**config.mk**
```make
export PLATFORM = sky130hd
export DESIGN_NAME = alu_seq
export DESIGN_NICKNAME = d
export VERILOG_FILES = /design/src/rtl/alu_seq.sv
export SDC_FILE = /design/constraint.sdc
export NUM_CORES = 1
export LEC_CHECK = 0
export CORE_MARGIN = 2
export CORE_UTILIZATION = 42
export CTS_CLUSTER_SIZE = 24
export DETAILED_ROUTE_END_ITERATION = 8
export PLACE_DENSITY = 0.8
export SYNTH_ARGS = -nofsm -noshare
export SYNTH_HDL_FRONTEND = slang
export SYNTH_SLANG_ARGS = --single-unit
```
**constraint.sdc**
```tcl
create_clock -name clk -period 1.78 [get_ports clk]
set_clock_uncertainty 0.1 [all_clocks]
set_input_delay 0.356 -clock clk [delete_from_list [all_inputs] [get_ports clk]]
set_output_delay 0.356 -clock clk [all_outputs]
set_load 0.05 [all_outputs]
```
**src/rtl/alu_seq.sv**
```systemverilog
// Sequencer that drives a 16-bit ALU for one pass (16-bit ops) or two chained passes (32-bit ops).
// Done follows the start edge by 2 or 3 cycles; start is only taken in IDLE, so there is no backpressure.
module alu_seq #(
  parameter logic [4:0] NOP_SEL = 5'd0
) (
  input  logic       clk,
  input  logic       reset,
  input  logic       start,
  input  logic [4:0] op,
  input  logic       wide,
  input  logic       use_carry,
  input  logic       clr_flags,
  input  logic       alu_carry_out,
  input  logic       alu_zero,
  output logic [4:0] alu_select,
  output logic       alu_enable,
  output logic       alu_carry_in,
  output logic       lo_sel,
  output logic       res_lo_we,
  output logic       res_hi_we,
  output logic       busy,
  output logic       done,
  output logic       flag_c,
  output logic       flag_z
);

  typedef enum logic [1:0] {S_IDLE, S_LO, S_HI, S_DONE} state_e;

  state_e     state_q, state_d;
  logic [4:0] op_q, op_d;
  logic       wide_q, wide_d;
  logic       use_carry_q, use_carry_d;
  logic       flag_c_q, flag_c_d;
  logic       flag_z_q, flag_z_d;
  logic       chain_c_q, chain_c_d;
  logic       zero_lo_q, zero_lo_d;

  always_ff @(posedge clk or posedge reset) begin
    if (reset) begin
      state_q     <= S_IDLE;
      op_q        <= 5'd0;
      wide_q      <= 1'b0;
      use_carry_q <= 1'b0;
      flag_c_q    <= 1'b0;
      flag_z_q    <= 1'b0;
      chain_c_q   <= 1'b0;
      zero_lo_q   <= 1'b0;
    end else begin
      state_q     <= state_d;
      op_q        <= op_d;
      wide_q      <= wide_d;
      use_carry_q <= use_carry_d;
      flag_c_q    <= flag_c_d;
      flag_z_q    <= flag_z_d;
      chain_c_q   <= chain_c_d;
      zero_lo_q   <= zero_lo_d;
    end
  end

  always_comb begin
    state_d      = state_q;
    op_d         = op_q;
    wide_d       = wide_q;
    use_carry_d  = use_carry_q;
    flag_c_d     = flag_c_q;
    flag_z_d     = flag_z_q;
    chain_c_d    = chain_c_q;
    zero_lo_d    = zero_lo_q;
    alu_select   = NOP_SEL;
    alu_enable   = 1'b0;
    alu_carry_in = 1'b0;
    lo_sel       = 1'b1;
    res_lo_we    = 1'b0;
    res_hi_we    = 1'b0;
    done         = 1'b0;

    case (state_q)
      S_IDLE: begin
        // Clear lands on the same edge as the latch, so a LO pass started
        // alongside it already sees the cleared carry.
        if (clr_flags) begin
          flag_c_d = 1'b0;
          flag_z_d = 1'b0;
        end
        if (start) begin
          op_d        = op;
          wide_d      = wide;
          use_carry_d = use_carry;
          state_d     = S_LO;
        end
      end
      S_LO: begin
        alu_enable   = 1'b1;
        alu_select   = op_q;
        res_lo_we    = 1'b1;
        alu_carry_in = use_carry_q & flag_c_q;
        chain_c_d    = alu_carry_out;
        zero_lo_d    = alu_zero;
        if (wide_q) begin
          state_d = S_HI;
        end else begin
          flag_c_d = alu_carry_out;
          flag_z_d = alu_zero;
          state_d  = S_DONE;
        end
      end
      S_HI: begin
        alu_enable   = 1'b1;
        alu_select   = op_q;
        lo_sel       = 1'b0;
        res_hi_we    = 1'b1;
        alu_carry_in = chain_c_q;
        flag_c_d     = alu_carry_out;
        flag_z_d     = zero_lo_q & alu_zero;
        state_d      = S_DONE;
      end
      S_DONE: begin
        done    = 1'b1;
        state_d = S_IDLE;
      end
      default: state_d = S_IDLE;
    endcase
  end

  assign busy   = (state_q != S_IDLE);
  assign flag_c = flag_c_q;
  assign flag_z = flag_z_q;

endmodule

```
==> flow_metrics.tcl <==
# metrics dict for downstream scripts
set metrics [dict create \
    outcome "finished, violations left" \
    violations "negative setup slack" \
    r2r_cells 5 \
    num-multi-input-gates 39 \
    grt_pass1_vias 589 \
    synth_top_cell_by_area "dfrtp_1" \
    ios 27 \
    synth_area_um2 703 \
    cp_top_family "flip-flops" \
    min_period_ns 1.95 \
    crit_required_ns 1.32 \
    comb-cell-share_pct 33.8 \
    ys_sh_simple_pct 9.61 \
    crit_start "state_q[0]" \
    flop-count 13 \
    dieHeight_um 44.9 \
    clk_path_buf_depth 2 \
    worstMarginPinSlew_ns 0.519 \
    cts_resized 7 \
    edf_count 0 \
    netlist.area_leader.share_pct 46.3 \
    path_class "flip-flop to output pin" \
    initial_core_util_pct 45.6 \
    ys_top_logic_family "multiplexers" \
    start_kind "flip-flop" \
    numCtsBuffers 3 \
    die-area_um2 2020 \
    rsz0062_at_grt "true" \
    drv_slew 0 \
    final_cell_count_no_fill 115 \
    largest_reg_flops 5 \
    max_freq_ghz 0.512 \
    inverters 6 \
    warnings 35 \
    avgSynthCellArea_um2 12.1 \
    r2r_slack_ns 0.10 \
    relSlewSlack_pct 65.3 \
    synth_flops 13 \
    common_cells "13 x dfrtp_1, 10 x mux2_2, 8 x ha_1" \
    htree_levels 1 \
    drt-met1-wl_um 795 \
    clock_buffers 4 \
    core_um2 1540 \
    postCtsSetupRepairBufs 8 \
    gp_congestion 0.800 \
    route.detailed.drc 0 \
    yosysMostFrequentCell "dfrtp_1" \
    drive_above_1_share_pct 60.6 \
    slowest_delay_ns 0.46 \
    ys.flop_type "dfrtp_1" \
    netlist_instances 58 \
    regArea_um2 328 \
    yosysCellCount 58 \
    fa_ha_area_share_pct 14.2 \
    topCellsByArea "dfrtp_1 46%, mux2_2 16%, ha_1 14%" \
    clockRootBuffer "clkbuf_4" \
    post-route-period-util_pct 110 \
    reg.largest.list "op_q: 5 flops, state_q: 2 flops" \
    dominant-cell-class "non-clock buffers" \
    setup_viol 9 \
    buffers_excl_clock 37 \
    timing.rr.end "flag_z" \
    mux_area_share_pct 19.6 \
    top_layer "met4" \
    nets 121 \
    clock_latency_ns 0.29 \
    worst_slack_ns -0.173 \
    place_area_um2 1160 \
    buf_share_pct 35.4 \
]
Fig. 1: the metal 1 layer
Bar = 10 µm. Supply wires on this layer in grey.
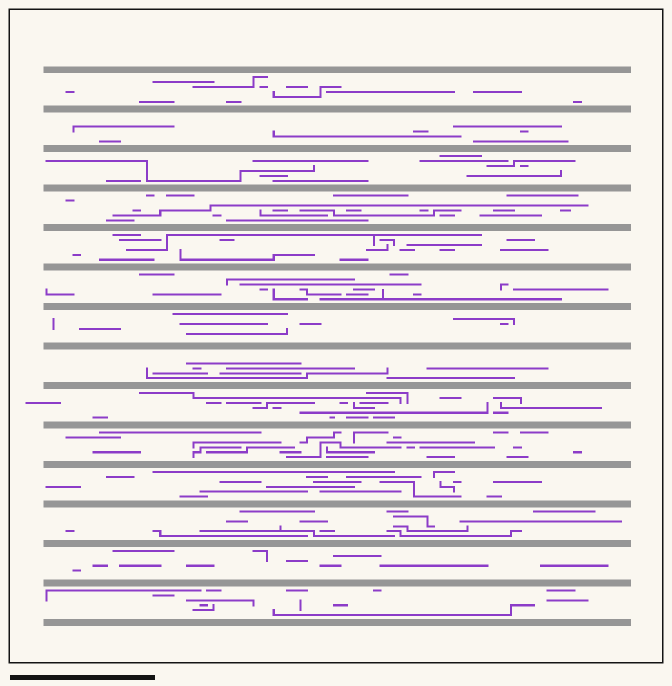
The layer holds 40% of the routed length. The wires run mostly horizontal. The layer carries 795 µm of wire.

Fig. 2: M2 wires
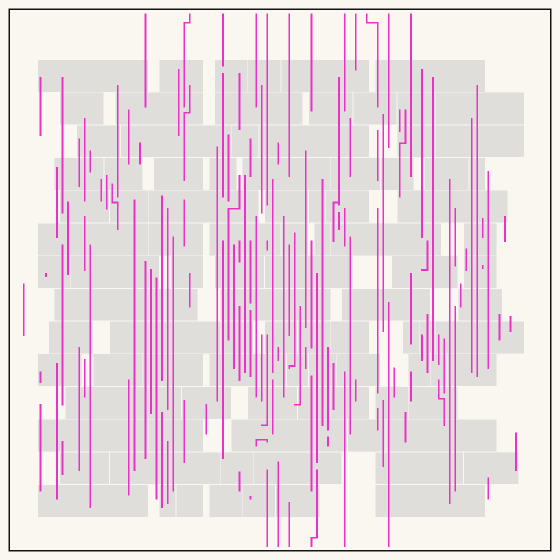
The layer carries 1090 µm of wire. The longest straight run is 26.9 µm. 103 nets have wire on it. The wires run mostly vertical. The layer holds 54% of the routed length.
met2 global-route usage: 37.1%
total wire length: 2.01 mm
via count: 576

Fig. 3: signal wires on met3
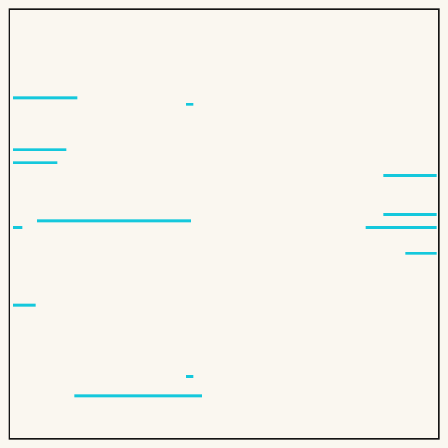
The wires run mostly horizontal. The layer carries 69.0 µm of wire. 10 nets have wire on it. The longest straight run is 15.9 µm. The layer holds 3.4% of the routed length.
GR Layer Usage met3: 4.80%

Fig. 4: placed cells, one colour a class
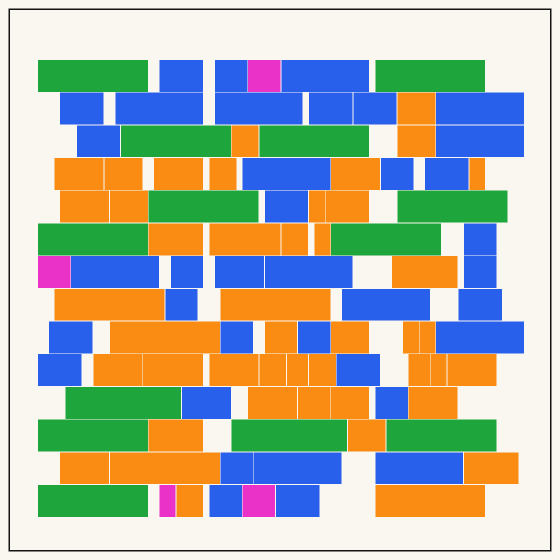
Green is sequential cells, cells 13, share of their area 25%. Blue is remaining buffers and delay cells, cells 37, share of their area 36%. Magenta is clock drivers and dummy loads, cells 4, share of their area 2.0%. Orange is remaining logic cells, cells 45, share of their area 37%.
Cell Rows: 14
Final Util: 85.4%

Fig. 5: congestion heat map
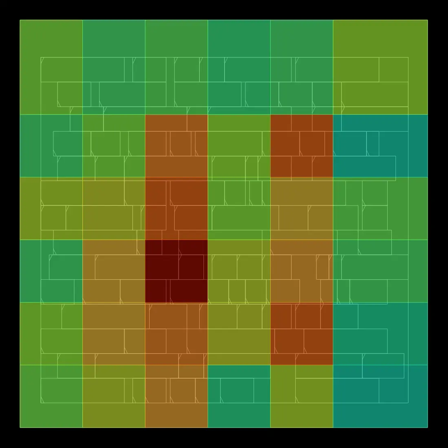
met1 Track Usage GR: 27.6%
gr usage total: 23.3%
GR peak layer: met2
Wirelength per Cell: 17.5 µm

